Run 1, congestion heat map:
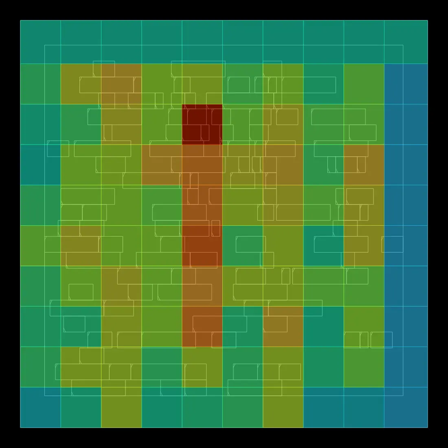
Run 1, met1 routing:
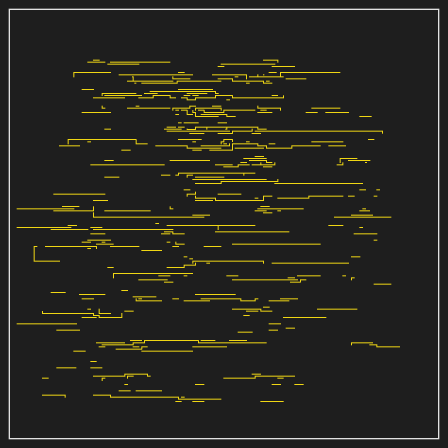
Run 1, routed clock nets over the placement:
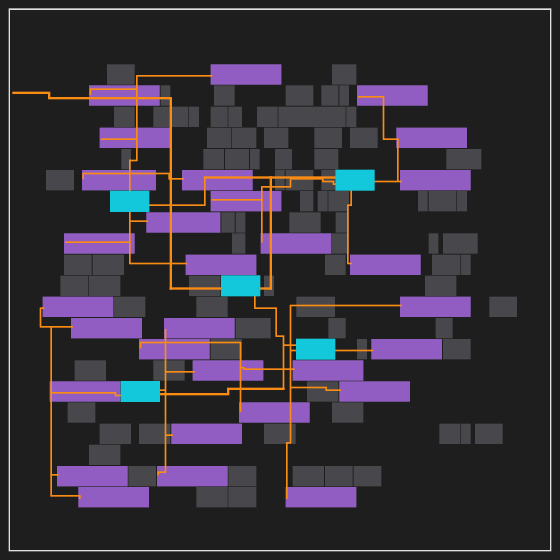
## src/rtl/uart_pkg.sv

```systemverilog
// Shared UART constants and receiver state encoding, common to the TX and RX sides.
package uart_pkg;

  typedef enum logic [2:0] {
    IDLE,
    START,
    DATA,
    STOP,
    BREAK
  } uart_rx_state_t;

  localparam int unsigned UART_DATA_BITS = 8;
  localparam logic        UART_IDLE      = 1'b1;

endpackage

```

## src/rtl/uart_rx_if.sv

```systemverilog
// Receiver-side bundle: serial pin in, received byte plus status strobes out.
interface uart_rx_if;
  import uart_pkg::*;

  logic                      rx;
  logic [UART_DATA_BITS-1:0] data_out;
  logic                      rx_done;
  logic                      frame_err;
  logic                      busy;

  // master = the receiver itself, slave = whatever drives the pin and consumes bytes
  modport master (
    input  rx,
    output data_out,
    output rx_done,
    output frame_err,
    output busy
  );

  modport slave (
    output rx,
    input  data_out,
    input  rx_done,
    input  frame_err,
    input  busy
  );

endinterface

```

## src/rtl/uart_sync.sv

```systemverilog
// Two-flop synchronizer for a single asynchronous input; reset level is configurable.
module uart_sync #(
  parameter logic RESET_VAL = 1'b1
) (
  input  logic clock,
  input  logic reset,
  input  logic d,
  output logic q
);

  logic meta;

  always_ff @(posedge clock or posedge reset) begin
    if (reset) begin
      meta <= RESET_VAL;
      q    <= RESET_VAL;
    end else begin
      meta <= d;
      q    <= meta;
    end
  end

endmodule

```

## src/rtl/uart_rx.sv

```systemverilog
// 8N1 UART receiver: mid-bit sampling, one-cycle byte strobe, framing-error strobe.
module uart_rx
  import uart_pkg::*;
#(
  parameter int unsigned CLKS_PER_BIT = 16
) (
  input  logic      clock,
  input  logic      reset,
  uart_rx_if.master bus
);

  localparam int unsigned         CNT_W    = $clog2(CLKS_PER_BIT);
  localparam logic [CNT_W-1:0]    CNT_FULL = CNT_W'(CLKS_PER_BIT - 1);
  localparam logic [CNT_W-1:0]    CNT_HALF = CNT_W'(CLKS_PER_BIT / 2 - 1);
  localparam logic [CNT_W-1:0]    CNT_ONE  = CNT_W'(1);

  generate
    if ((CLKS_PER_BIT < 4) || (CLKS_PER_BIT % 2 != 0)) begin : g_bad_param
      $error("uart_rx: CLKS_PER_BIT must be even and at least 4");
    end
  endgenerate

  logic                      rx_s;
  uart_rx_state_t            state_q, state_d;
  logic [CNT_W-1:0]          cnt_q, cnt_d;
  logic [2:0]                idx_q, idx_d;
  logic [UART_DATA_BITS-1:0] shift_q, shift_d;
  logic [UART_DATA_BITS-1:0] data_q, data_d;
  logic                      done_q, done_d;
  logic                      ferr_q, ferr_d;

  uart_sync #(
    .RESET_VAL(UART_IDLE)
  ) u_sync (
    .clock(clock),
    .reset(reset),
    .d    (bus.rx),
    .q    (rx_s)
  );

  always_ff @(posedge clock or posedge reset) begin
    if (reset) begin
      state_q <= IDLE;
      cnt_q   <= '0;
      idx_q   <= '0;
      shift_q <= '0;
      data_q  <= '0;
      done_q  <= 1'b0;
      ferr_q  <= 1'b0;
    end else begin
      state_q <= state_d;
      cnt_q   <= cnt_d;
      idx_q   <= idx_d;
      shift_q <= shift_d;
      data_q  <= data_d;
      done_q  <= done_d;
      ferr_q  <= ferr_d;
    end
  end

  always_comb begin
    state_d = state_q;
    cnt_d   = cnt_q;
    idx_d   = idx_q;
    shift_d = shift_q;
    data_d  = data_q;
    done_d  = 1'b0;
    ferr_d  = 1'b0;

    unique case (state_q)
      IDLE: begin
        if (rx_s != UART_IDLE) begin
          state_d = START;
          cnt_d   = CNT_HALF;
        end
      end

      START: begin
        if (cnt_q == '0) begin
          if (rx_s == UART_IDLE) begin
            state_d = IDLE;
          end else begin
            state_d = DATA;
            idx_d   = '0;
            cnt_d   = CNT_FULL;
          end
        end else begin
          cnt_d = cnt_q - CNT_ONE;
        end
      end

      DATA: begin
        if (cnt_q == '0) begin
          shift_d = {rx_s, shift_q[UART_DATA_BITS-1:1]};
          cnt_d   = CNT_FULL;
          if (idx_q == 3'd7) begin
            state_d = STOP;
          end else begin
            idx_d = idx_q + 3'd1;
          end
        end else begin
          cnt_d = cnt_q - CNT_ONE;
        end
      end

      // Leaving at the stop-bit midpoint leaves half a bit to catch a back-to-back start edge
      STOP: begin
        if (cnt_q == '0) begin
          if (rx_s == UART_IDLE) begin
            data_d  = shift_q;
            done_d  = 1'b1;
            state_d = IDLE;
          end else begin
            ferr_d  = 1'b1;
            state_d = BREAK;
          end
        end else begin
          cnt_d = cnt_q - CNT_ONE;
        end
      end

      BREAK: begin
        if (rx_s == UART_IDLE) begin
          state_d = IDLE;
        end
      end

      default: begin
        state_d = IDLE;
      end
    endcase
  end

  assign bus.data_out  = data_q;
  assign bus.rx_done   = done_q;
  assign bus.frame_err = ferr_q;
  assign bus.busy      = (state_q == START) || (state_q == DATA) || (state_q == STOP);

endmodule
```

## src/flat_wrapper.sv

```systemverilog
// flat-port wrapper written by rule: the top's interface ports become plain ports
module uart_rx_flat import uart_pkg::*;
#(
  parameter int unsigned CLKS_PER_BIT = 16
)
  (clock, reset, bus_rx, bus_data_out, bus_rx_done, bus_frame_err, bus_busy);
  uart_rx_if bus_i ();
  input  logic clock;
  input  logic reset;
  input wire logic [$bits(bus_i.rx)-1:0] bus_rx;
  output wire logic [$bits(bus_i.data_out)-1:0] bus_data_out;
  output wire logic [$bits(bus_i.rx_done)-1:0] bus_rx_done;
  output wire logic [$bits(bus_i.frame_err)-1:0] bus_frame_err;
  output wire logic [$bits(bus_i.busy)-1:0] bus_busy;
  assign bus_i.rx = bus_rx;
  assign bus_data_out = bus_i.data_out;
  assign bus_rx_done = bus_i.rx_done;
  assign bus_frame_err = bus_i.frame_err;
  assign bus_busy = bus_i.busy;
  uart_rx #(.CLKS_PER_BIT(CLKS_PER_BIT)) u_core (.clock(clock), .reset(reset), .bus(bus_i));
endmodule
```

## config.mk

```make
export PLATFORM = sky130hd
export DESIGN_NAME = uart_rx_flat
export DESIGN_NICKNAME = d
export VERILOG_FILES = /design/src/rtl/uart_pkg.sv /design/src/rtl/uart_rx_if.sv /design/src/rtl/uart_sync.sv /design/src/rtl/uart_rx.sv /design/src/flat_wrapper.sv
export SDC_FILE = /design/constraint.sdc
export NUM_CORES = 1
export LEC_CHECK = 0
export ABC_CLOCK_PERIOD_IN_PS = 5100
export CAP_MARGIN = 20
export CORE_MARGIN = 4
export CORE_UTILIZATION = 35
export DETAILED_ROUTE_END_ITERATION = 8
export PLACE_DENSITY = 0.5
export SLEW_MARGIN = 20
export SYNTH_ARGS = -nofsm -noshare
export SYNTH_HDL_FRONTEND = slang
export SYNTH_SLANG_ARGS = --single-unit
```

## constraint.sdc

```tcl
create_clock -name clock -period 5.1 [get_ports clock]
set_clock_uncertainty 0.2 [all_clocks]
set_input_delay 0.765 -clock clock [delete_from_list [all_inputs] [get_ports clock]]
set_output_delay 0.765 -clock clock [all_outputs]
set_load 0.01 [all_outputs]
```

==> impl_metrics.csv, run 1 <==
group,metric,value,unit
clock_network,cts_tree,"done",
power_and_ir_drop,max-vdd-ir-drop,229,µV
yosys,fp_nets,106,
setup_path,r2r_slack,2940,ps
clock_network,post-cts-setup-buffers,0,
final_timing,finalSetupViolations,0,
placed_design,port_buffers,13,
floorplanning,fp-utilization,0.362,
power_and_ir_drop,p_per_area,436,nW/µm²
final_timing,fin_ws,2540,ps
drt,vias_per_cell,4.84,
yosys,synth.most_common_cell,"dfrtp_1",
placed_design,dp.cells,159,
drt,drc_errors,0,
floorplanning,io_pins,14,
yosys,postSynthCellCount,100,
outcome,status,"finished clean",
drt,drt_pass1_iterations,4,
yosys,synthArstFlopShare,1.00,
final_timing,max-slew-margin-rel,0.645,
finish,area_growth,20.5,%
floorplanning,die_y,69.5,µm
setup_path,start_kind,"flop",
power_and_ir_drop,p_leak,0.771,nW
floorplanning,die_w,69.5,µm
clock_network,cts_sinks,30,
job,maxCapViolCount,0,
yosys,synth_seq_share,0.569,
placed_design,place_hpwl,1560,µm
clock_network,root_buffer,"clkbuf_8",
grt,grt_antenna_before_repair,0,
grt,grt_pass1_wl,4110,µm
floorplanning,die-area,4830,µm²
setup_path,required,4140,ps
grt,grt_max_degree,31,
hold_path,hold_class,"flop to flop",
clock_network,clkSlewWorstSetupHoldPaths,60,ps
yosys,synthFlopType,"dfrtp_1",
setup_path,worstSetupPathType,"flop to output pin",
placed_design,routabilityCongestion,0.787,
final_timing,finalSetupTns,0,ps
yosys,common_cells,"28 x dfrtp_1, 18 x mux2_2, 7 x inv_1",
floorplanning,core,3660,µm²
setup_path,cp_max_fo,12,
clock_network,h-tree-depth,2,
yosys,synth_top_area_share,0.529,
final_timing,slew_viol_final,0,
grt,grt.overflow.total,0,
grt,grt_pass1_vias,847,
yosys,yosys_area,1320,µm²
hold_path,min_path_cells,0,
finish,layoutNonFillerInstCount,167,
clock_network,cts-resized-gates,0,
placed_design,dp_slack,2810,ps
finish,nNetsFinal,124,
yosys,yosysTopAreaCell,"dfrtp_1",
final_timing,fmax,390,MHz
yosys,yosys.cell_types.count,33,
yosys,ys.flops,30,
clock_network,hold_buffers,0,
drt,antenna_left,0,
yosys,ys_cells,100,
final_timing,tightest_slew,527,ps
yosys,yosysWarnings,0,
yosys,netlist_area,1320,µm²
yosys,enable_flop_cells,0,
job,warnings,26,
setup_path,worstPathArrival,1600,ps
yosys,avgSynthCellArea,13.2,µm²
clock_network,clockBufferDepth,2,
clock_network,cts_buffers,5,
final_timing,period_needed,2560,ps
finish,num_antenna_cells,0,
yosys,top_cells_by_area,"dfrtp_1 53%, mux2_2 15%, dfstp_2 4.0%, mux2i_1 3.0%, ha_1 2.8%",
setup_path,end_kind,"output pin",
drt,drt_iter0_drc,25,
finish,drive_gt1_frac,0.269,
floorplanning,placementRows,22,
setup_path,r2r_cells,5,
final_timing,timing.final.crit_share,0.503,
final_timing,hold_viol_final,0,
final_timing,rsz0062_at_grt,"false",
Back to the opening pictures, 'congestion heat map':
met1 usage: 0.140
Routed WL per cell: 13.9 µm
met2 Usage GRT: 0.155
grt met3 use: 0.0536
Tot GR Track Use: 0.111

Back to the opening pictures, 'met1 routing':
share of all routed wire	47%
nets with wire on the layer	110
main direction	horizontal
longest straight run	20.7 µm
Via Count: 808
routed wire length: 2320 µm

Back to the opening pictures, 'routed clock nets over the placement':
[clock drivers] cyan | count: 5
[clock wires] orange | length: 444 µm
[flip-flops] purple | count: 30
routed clock nets	6
clk latency late pin: 280 ps
clock power share: 0.281

run 1: cell families after synthesis:
kind of cell               synth area share
xor gates and xnor gates            0.00662
muxes                                 0.183
AOI/OAI and AO/OA                    0.0652
DFF                                   0.569
adders and majority gates            0.0284
buffers and inverters                0.0331
and+or+nand+nor                       0.114
run 1: flip-flops by register name (all words and copies together), names as in the netlist:
signal,cells
u_core.bus.rx_done,1
u_core.idx_q,3
u_core.u_sync.meta,1
u_core.shift_q,8
u_core.state_q,3
u_core.bus.data_out,8
u_core.cnt_q,4
u_core.u_sync.q,1
u_core.bus.frame_err,1
run 1: cell type report:
cell class / instances / area (µm²)
clock buffer: 7 / 86.3
timing repair buffer: 14 / 138
inverter: 7 / 26.3
multi-input combinational: 60 / 527
tap: 48 / 60.1
clock inverter: 1 / 5.00
fill: 328 / 2070
sequential: 30 / 753
run 1: routing by layer:
metal	global-route usage	vias to the layer above	share of wire
met5	0	-	0
met4	0.0586	0	0.016
met3	0.0536	4	0.046
met2	0.155	15	0.46
met1	0.140	391	0.47
li1	-	398	-
run 1: stage by stage:
stage               area (µm²)  power [W]   util  hold WS (ps)
finish                    1600   0.000695  0.436           157
global route              1600   0.000753  0.436           161
CTS                       1600   0.000707  0.436           159
detailed placement        1500   0.000507  0.411           150
global placement          1500   0.000500  0.411           147
floorplan                 1320   0.000461      -           145
run 1: worst max-delay path, cell delays in order, from the launching register on:
cell and delay, ps:
dfrtp_1 580, o21ba_2 210, clkdlybuf4s50_1 540
run 1: where the power goes:
part | switching, W | internal [W] | total [W]
clock network | 0.0000864 | 0.000109 | 0.000195
registers | 0.0000577 | 0.000274 | 0.000332
logic | 0.0000769 | 0.0000913 | 0.000168
run 1: final timing paths:
| check | start | end |
|---|---|---|
| hold / removal | u_core.u_sync.meta | u_core.u_sync.q |
| setup / recovery | u_core.state_q[1] | bus_busy |
| max in group asynchronous | reset | u_core.u_sync.meta |
| setup reg to reg | u_core.cnt_q[0] | u_core.bus.data_out[5] |
| min in group asynchronous | reset | u_core.bus.data_out[0] |
| hold reg to reg | u_core.u_sync.meta | u_core.u_sync.q |
run 1: placed cells by master (no fill, tap or decap), drive strengths merged:
cell type,count
o31a,1
nand2,4
nor2,5
nor3b,3
nor4bb,1
clkinv,1
nand4,1
nand3,1
nand2b,1
a211oi,1
nor2b,2
xor2,1
nor3,2
dfstp,2
dfrtp,28
mux2i,4
nor4,1
o31ai,1
mux2,18
o21ai,1
o22a,1
and3,1
clkbuf,7
nor4b,1
o221ai,1
o21ba,1
a221oi,1
a22oi,1
clkdlybuf4s50,13
buf,1
a21oi,1
a311oi,1
ha,3
inv,7
--- run 2 (diff from run 1) ---
--- a/config.mk
+++ b/config.mk
@@ -5,7 +5,7 @@
 export SDC_FILE = /design/constraint.sdc
 export NUM_CORES = 1
 export LEC_CHECK = 0
-export ABC_CLOCK_PERIOD_IN_PS = 5100
+export ABC_CLOCK_PERIOD_IN_PS = 2600
 export CAP_MARGIN = 20
 export CORE_MARGIN = 4
 export CORE_UTILIZATION = 35
==> constraint.sdc (replaced) <==
create_clock -name clock -period 2.6 [get_ports clock]
set_clock_uncertainty 0.2 [all_clocks]
set_input_delay 0.39 -clock clock [delete_from_list [all_inputs] [get_ports clock]]
set_output_delay 0.39 -clock clock [all_outputs]
set_load 0.01 [all_outputs]
==> impl_metrics.csv, run 2 <==
group,metric,value,unit
setup_path,critical-path-max-stage-delay,580,ps
yosys,ys_sh_xor,0.00662,
drt,wire_per_inst,13.3,µm
final_timing,slew_viol_final,0,
power_and_ir_drop,p_leak,0.781,nW
final_timing,finalSetupViolations,0,
grt,track_usage,0.103,
yosys,top_cells_by_area,"dfrtp_1 53%, mux2_2 15%, dfstp_2 4.0%, mux2i_1 3.0%, ha_1 2.8%",
yosys,synth.most_common_cell,"dfrtp_1",
grt,grt_max_degree,31,
clock_network,root_buffer,"clkbuf_8",
final_timing,fmax,451,MHz
finish,final_cell_mix,"28 x dfrtp_1, 18 x mux2_2, 13 x clkdlybuf4s50_1",
yosys,synthAdderAreaFrac,0.0284,
final_timing,hold_viol_final,0,
placed_design,place_hpwl,1470,µm
drt,drt_iter0_drc,37,
setup_path,worstSetupPathType,"flop to output pin",
drt,drc_errors,0,
grt,grt_pass1_wl,3910,µm
clock_network,h-tree-depth,2,
drt,via_count,810,
yosys,ys_sh_simple,0.114,
yosys,avgSynthCellArea,13.2,µm²
yosys,ys_sh_mux,0.183,
hold_path,hold_class,"flop to flop",
yosys,synthFlopType,"dfrtp_1",
final_timing,max-slew-margin-rel,0.643,
yosys,netlist_area,1320,µm²
final_timing,rsz0062_at_grt,"false",
grt,grt_busiest_layer,"met2",
yosys,yosysWarnings,0,
floorplanning,die_y,69.5,µm
yosys,yosys_area,1320,µm²
yosys,common_cells,"28 x dfrtp_1, 18 x mux2_2, 7 x inv_1",
yosys,fp_nets,106,
grt,grt_antenna_before_repair,0,
setup_path,cp_num_buf_inv,1,
power_and_ir_drop,switchingPower,0.000431,W
finish,nFillCells,352,
outcome,status,"finished clean",
grt,use_met1,0.126,
job,warnings,26,
clock_network,cts_sinks,30,
power_and_ir_drop,comb_power_share,0.227,
grt,grt_util_met3,0.0464,
yosys,ys.flops,30,
setup_path,start_kind,"flop",
drt,wirelength,2210,µm
power_and_ir_drop,p_int,0.000998,W
clock_network,post-cts-setup-buffers,0,
final_timing,tightest_slew,530,ps
final_timing,finalSetupTns,0,ps
clock_network,clockBufferDepth,2,
drt,drt_pass1_iterations,4,
finish,mi_logic_area,527,µm²
yosys,synth.comb.largest_family,"multiplexers",
floorplanning,fp-utilization,0.362,
setup_path,cp-startpoint,"u_core.state_q[0]",
final_timing,period_needed,2220,ps
grt,grtUsageMet2,0.151,
placed_design,routabilityCongestion,0.765,
clock_network,cts-resized-gates,0,
power_and_ir_drop,p_per_area,886,nW/µm²
finish,layout_top_cell,"dfrtp_1",
setup_path,end_kind,"output pin",
yosys,synthArstFlopShare,1.00,
floorplanning,die-area,4830,µm²
final_timing,fin_ws,384,ps
power_and_ir_drop,max-vdd-ir-drop,437,µV
yosys,enable_flop_cells,0,
yosys,synth_seq_share,0.569,
setup_path,cpMaxStageDelayCell,"dfrtp_1",
setup_path,worstPathArrival,1630,ps
clock_network,cts_tree,"done",
setup_path,critical_path.top_delay_family,"flip-flops",
hold_path,hp-start,"u_core.u_sync.meta",
clock_network,cts_buffers,5,
clock_network,clkSlewWorstSetupHoldPaths,70,ps
floorplanning,core,3660,µm²
finish,area_growth,21.8,%
placed_design,dp_slack,493,ps
finish,nNetsFinal,124,
grt,grt_pass1_vias,826,
yosys,synth_top_area_share,0.529,
setup_path,crit_chain,"o21ba_2 > clkdlybuf4s50_1",
power_and_ir_drop,swShare,0.302,
yosys,postSynthCellCount,100,
drt,vias_per_cell,4.85,
finish,drive_gt1_frac,0.277,
floorplanning,die_w,69.5,µm
grt,grt.overflow.total,0,
setup_path,r2r-start,"u_core.cnt_q[0]",
finish,num_antenna_cells,0,
yosys,yosysTopAreaCell,"dfrtp_1",
yosys,aoi_share,0.0652,
setup_path,required,2010,ps
final_timing,timing.final.crit_share,0.852,
yosys,yosys.cell_types.count,33,
job,maxCapViolCount,0,
clock_network,hold_buffers,0,
setup_path,cp_max_fo,12,
floorplanning,placementRows,22,
yosys,ys_cells,100,
drt,antenna_left,0,
power_and_ir_drop,seqPwrFrac,0.458,
-- run 2: cell counts after synthesis --
No cell type changed its count.
-- run 2: worst register-to-register path: cells and delay by family, from the launching register on --
family	cells	cell delay (ps)
AND/OR/NAND/NOR	2	700
flip-flops	1	410
multiplexers	1	380
adder cells (fa/ha/maj)	1	220
buffers and inverters	1	70
-- run 2: worst paths after layout --
path / to / slack [ps] / depth (start not counted)
setup reg to reg: u_core.bus.data_out[4] / 510 / 5
min in group asynchronous: u_core.shift_q[6] / 300 / 3
hold / removal: u_core.u_sync.q / 160 / 0
setup / recovery: bus_busy / 380 / 2
hold reg to reg: u_core.u_sync.q / 160 / 0
max in group asynchronous: u_core.u_sync.meta / 1590 / 3
-- run 2: layer usage --
layer / routed length, µm / vias to the layer above
met4: 25 / 0
met2: 1030 / 10
met3: 69 / 2
met1: 1090 / 405
li1: - / 393
met5: 0 / -
-- run 2: cells by family (layout without fill, tap and decap cells) --
| logic type | after synthesis | after routing |
|---|---|---|
| buf+inv | 10 | 29 |
| simple gates | 23 | 23 |
| flops | 30 | 30 |
| xor+xnor | 1 | 1 |
| mux | 22 | 22 |
| compound gates | 11 | 11 |
| fa+ha+maj | 3 | 3 |
-- run 2: metrics by stage --
step / area [µm²] / instances / hold WS [ps] / total power [W]
floorplan: 1320 / 100 / 145 / 0.000905
detailed placement: 1500 / 159 / 147 / 0.000991
global placement: 1500 / 159 / 148 / 0.000983
CTS: 1610 / 167 / 157 / 0.00146
global route: 1610 / 167 / 158 / 0.00152
finish: 1610 / 167 / 156 / 0.00143
-- run 2: layout make-up --
class / count / share of cell area
clock buffer: 5 / 0.0427
clock inverter: 3 / 0.0248
tap: 48 / 0.0372
multi-input combinational: 60 / 0.327
timing repair buffer: 14 / 0.0853
sequential: 30 / 0.467
inverter: 7 / 0.0163
-- run 2: power by group through the flow --
stage | Combinational (W) | Sequential, W | Clock (W)
2_1_floorplan | 0.000300 | 0.000605 | 0
3_3_place_gp | 0.000326 | 0.000657 | 0
3_5_place_dp | 0.000331 | 0.000660 | 0
4_1_cts | 0.000333 | 0.000654 | 0.000474
5_1_grt | 0.000357 | 0.000670 | 0.000494
6_report | 0.000325 | 0.000655 | 0.000450
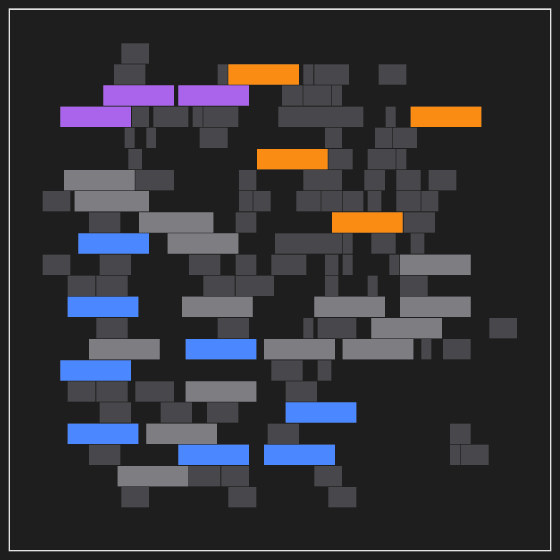
Run 2: register map, names as in the netlist
Other sequential cells in the stronger gray, the rest of the logic in the fainter gray.
signal	color	sequential cells
u_core.idx_q	purple	3
u_core.cnt_q	orange	4
u_core.bus.data_out	blue	8
not colored	15
Sequential Area: 753 µm²
final core utilization: 0.441
Seq area share: 0.467
Sequential Power: 0.000655 W

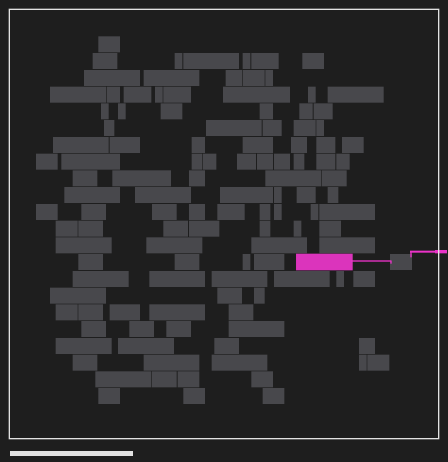
Run 2: nets reached from selected ports
Bar = 20 µm.
port	color	bits	direction	end cells	wire
bus_frame_err	magenta	1	output	1	11.6 µm
Port Buf Inserts: 13
IO Pins: 14

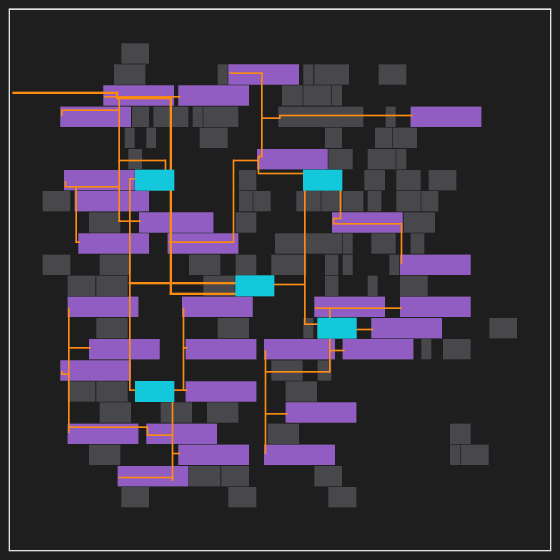
Run 2: routed clock nets over the placement
[clock wires] orange | length: 398 µm
[flip-flops] purple | count: 30
[clock drivers] cyan | count: 5
routed clock nets	6
Clock Power: 0.000450 W
clock power share: 0.315
clk latency late pin: 270 ps

--- run 3 (diff from run 2) ---
--- a/config.mk
+++ b/config.mk
@@ -11,7 +11,7 @@
 export CORE_UTILIZATION = 35
 export DETAILED_ROUTE_END_ITERATION = 8
 export PLACE_DENSITY = 0.5
-export SLEW_MARGIN = 20
+export SLEW_MARGIN = 15
 export SYNTH_ARGS = -nofsm -noshare
 export SYNTH_HDL_FRONTEND = slang
 export SYNTH_SLANG_ARGS = --single-unit
==> impl_metrics.csv, run 3 <==
group,metric,value,unit
outcome,status,"finished clean",
yosys,synthArstFlopShare,1.00,
clock_network,cts_buffers,5,
floorplanning,die_w,69.5,µm
yosys,enable_flop_cells,0,
grt,grt_pass1_wl,3910,µm
yosys,yosys_area,1320,µm²
yosys,postSynthCellCount,100,
drt,wire_per_inst,13.3,µm
floorplanning,die-area,4830,µm²
final_timing,timing.final.crit_share,0.852,
finish,layout_top_cell,"dfrtp_1",
clock_network,cts_tree,"done",
yosys,synth.most_common_cell,"dfrtp_1",
yosys,ys_sh_xor,0.00662,
final_timing,slew_viol_final,0,
setup_path,crit_chain,"o21ba_2 > clkdlybuf4s50_1",
power_and_ir_drop,max-vdd-ir-drop,437,µV
placed_design,place_hpwl,1470,µm
clock_network,clk_latency,270,ps
finish,final_cell_mix,"28 x dfrtp_1, 18 x mux2_2, 13 x clkdlybuf4s50_1",
floorplanning,placementRows,22,
final_timing,finalSetupTns,0,ps
yosys,synthFlopType,"dfrtp_1",
drt,vias_per_cell,4.85,
final_timing,finalSetupViolations,0,
final_timing,rsz0062_at_grt,"false",
yosys,synth_top_area_share,0.529,
setup_path,end_kind,"output pin",
job,warnings,26,
power_and_ir_drop,p_per_area,886,nW/µm²
yosys,avgSynthCellArea,13.2,µm²
clock_network,clockBufferDepth,2,
yosys,yosysWarnings,0,
finish,nFillCells,352,
yosys,ys_sh_simple,0.114,
setup_path,worstSetupPathType,"flop to output pin",
drt,drt_pass1_iterations,4,
final_timing,max-slew-margin-rel,0.643,
finish,nNetsFinal,124,
finish,final_area,1610,µm²
finish,area_growth,21.8,%
grt,track_usage,0.103,
placed_design,place_area,1500,µm²
yosys,top_cells_by_area,"dfrtp_1 53%, mux2_2 15%, dfstp_2 4.0%, mux2i_1 3.0%, ha_1 2.8%",
grt,grt_pass1_vias,826,
placed_design,port_buffers,13,
floorplanning,core,3660,µm²
yosys,ys.flops,30,
final_timing,hold_viol_final,0,
finish,drive_gt1_frac,0.277,
job,maxCapViolCount,0,
final_timing,period_needed,2220,ps
grt,grt_max_degree,31,
yosys,common_cells,"28 x dfrtp_1, 18 x mux2_2, 7 x inv_1",
final_timing,fmax,451,MHz
drt,wirelength,2210,µm
grt,grt.overflow.total,0,
grt,grt_antenna_before_repair,0,
clock_network,cts_sinks,30,
setup_path,critical-path-max-stage-delay,580,ps
yosys,yosys.cell_types.count,33,
clock_network,hold_buffers,0,
setup_path,critical_path.top_delay_family,"flip-flops",
hold_path,hold_class,"flop to flop",
floorplanning,fp-utilization,0.362,
clock_network,h-tree-depth,2,
setup_path,worstPathArrival,1630,ps
setup_path,required,2010,ps
yosys,ys_sh_mux,0.183,
floorplanning,io_pins,14,
setup_path,cp_max_fo,12,
yosys,synth_seq_share,0.569,
clock_network,clkSlewWorstSetupHoldPaths,70,ps
floorplanning,die_y,69.5,µm
-- run 3: cell counts after synthesis --
Identical to the previous run, type by type.
-- run 3: cells by family after synthesis --
logic type                 Yosys count
xor gates and xnor gates             1
and+or+nand+nor                     23
AOI/OAI and AO/OA                   11
buffers and inverters               10
adders and majority gates            3
muxes                               22
DFF                                 30
-- run 3: metal layers --
| layer | GRT usage | wire length [µm] | up-vias |
|---|---|---|---|
| li1 | - | - | 393 |
| met4 | 0.0564 | 25 | 0 |
| met5 | 0 | 0 | - |
| met2 | 0.151 | 1030 | 10 |
| met1 | 0.126 | 1090 | 405 |
| met3 | 0.0464 | 69 | 2 |
-- run 3: final cells by class --
class / count / area (µm²) / share of cell area
Sequential cell: 30 / 753 / 0.467
Multi-Input combinational cell: 60 / 527 / 0.327
Timing Repair Buffer: 14 / 138 / 0.0853
Clock buffer: 5 / 68.8 / 0.0427
Tap cell: 48 / 60.1 / 0.0372
Clock inverter: 3 / 40.0 / 0.0248
Inverter: 7 / 26.3 / 0.0163
-- run 3: path summary, 6_finish.rpt --
check                      cells past startpoint                      to               start  slack [ps]
min in group asynchronous                      3       u_core.shift_q[6]               reset         300
max in group asynchronous                      3      u_core.u_sync.meta               reset        1590
max reg2reg                                    5  u_core.bus.data_out[4]     u_core.cnt_q[0]         510
max                                            2                bus_busy   u_core.state_q[0]         380
min reg2reg                                    0         u_core.u_sync.q  u_core.u_sync.meta         160
min                                            0         u_core.u_sync.q  u_core.u_sync.meta         160
-- run 3: power by group --
group	switching, W	leakage, nW	internal [W]	total (W)
clock	0.000168	0.0579	0.000281	0.000450
combinational	0.000145	0.327	0.000180	0.000325
sequential	0.000117	0.397	0.000537	0.000655
total	0.000431	0.781	0.000998	0.00143
-- run 3: stage by stage --
step | total power [W] | cells | utilization | worst slack (ps) | hold WS (ps)
after global placement | 0.000983 | 159 | 0.411 | 533 | 148
after global routing | 0.00152 | 167 | 0.441 | 304 | 158
after CTS | 0.00146 | 167 | 0.441 | 367 | 157
after detailed placement | 0.000991 | 159 | 0.411 | 493 | 147
final | 0.00143 | 167 | 0.441 | 384 | 156
after floorplan | 0.000905 | 100 | - | 743 | 145
-- run 3: worst register-to-register path, stage by stage, from the launching register on --
cell and delay (ps):
dfrtp_1 410, inv_1 70, ha_1 220, nor4b_4 360, nand4_2 340, mux2_2 380
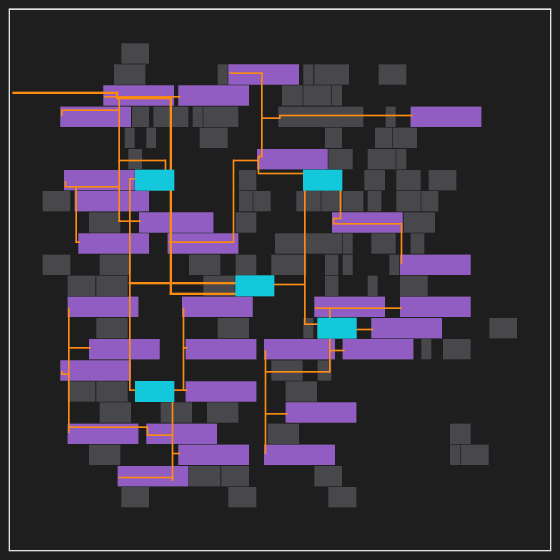
Run 3: routed clock nets over the placement
[clock wires] orange | length: 398 µm
[flip-flops] purple | count: 30
[clock drivers] cyan | count: 5
routed clock nets	6

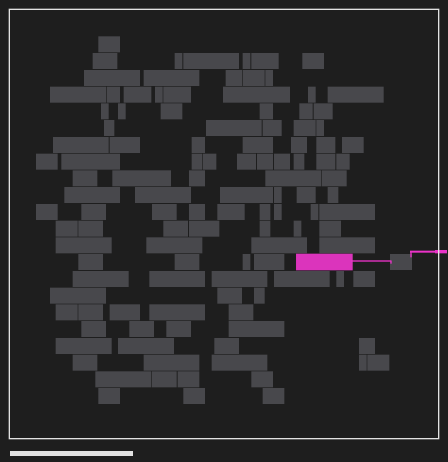
Run 3: nets reached from selected ports
Bar = 20 µm.
port	color	bits	direction	end cells	wire
bus_frame_err	magenta	1	output	1	11.6 µm

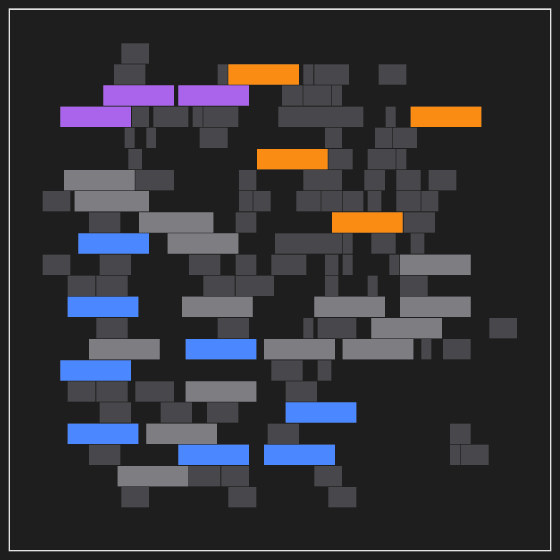
Run 3: register map, names as in the netlist
Other sequential cells in the stronger gray, the rest of the logic in the fainter gray.
signal	color	sequential cells
u_core.idx_q	purple	3
u_core.cnt_q	orange	4
u_core.bus.data_out	blue	8
not colored	15

Power figures rest on the tool's default switching activity, not on a simulated workload.
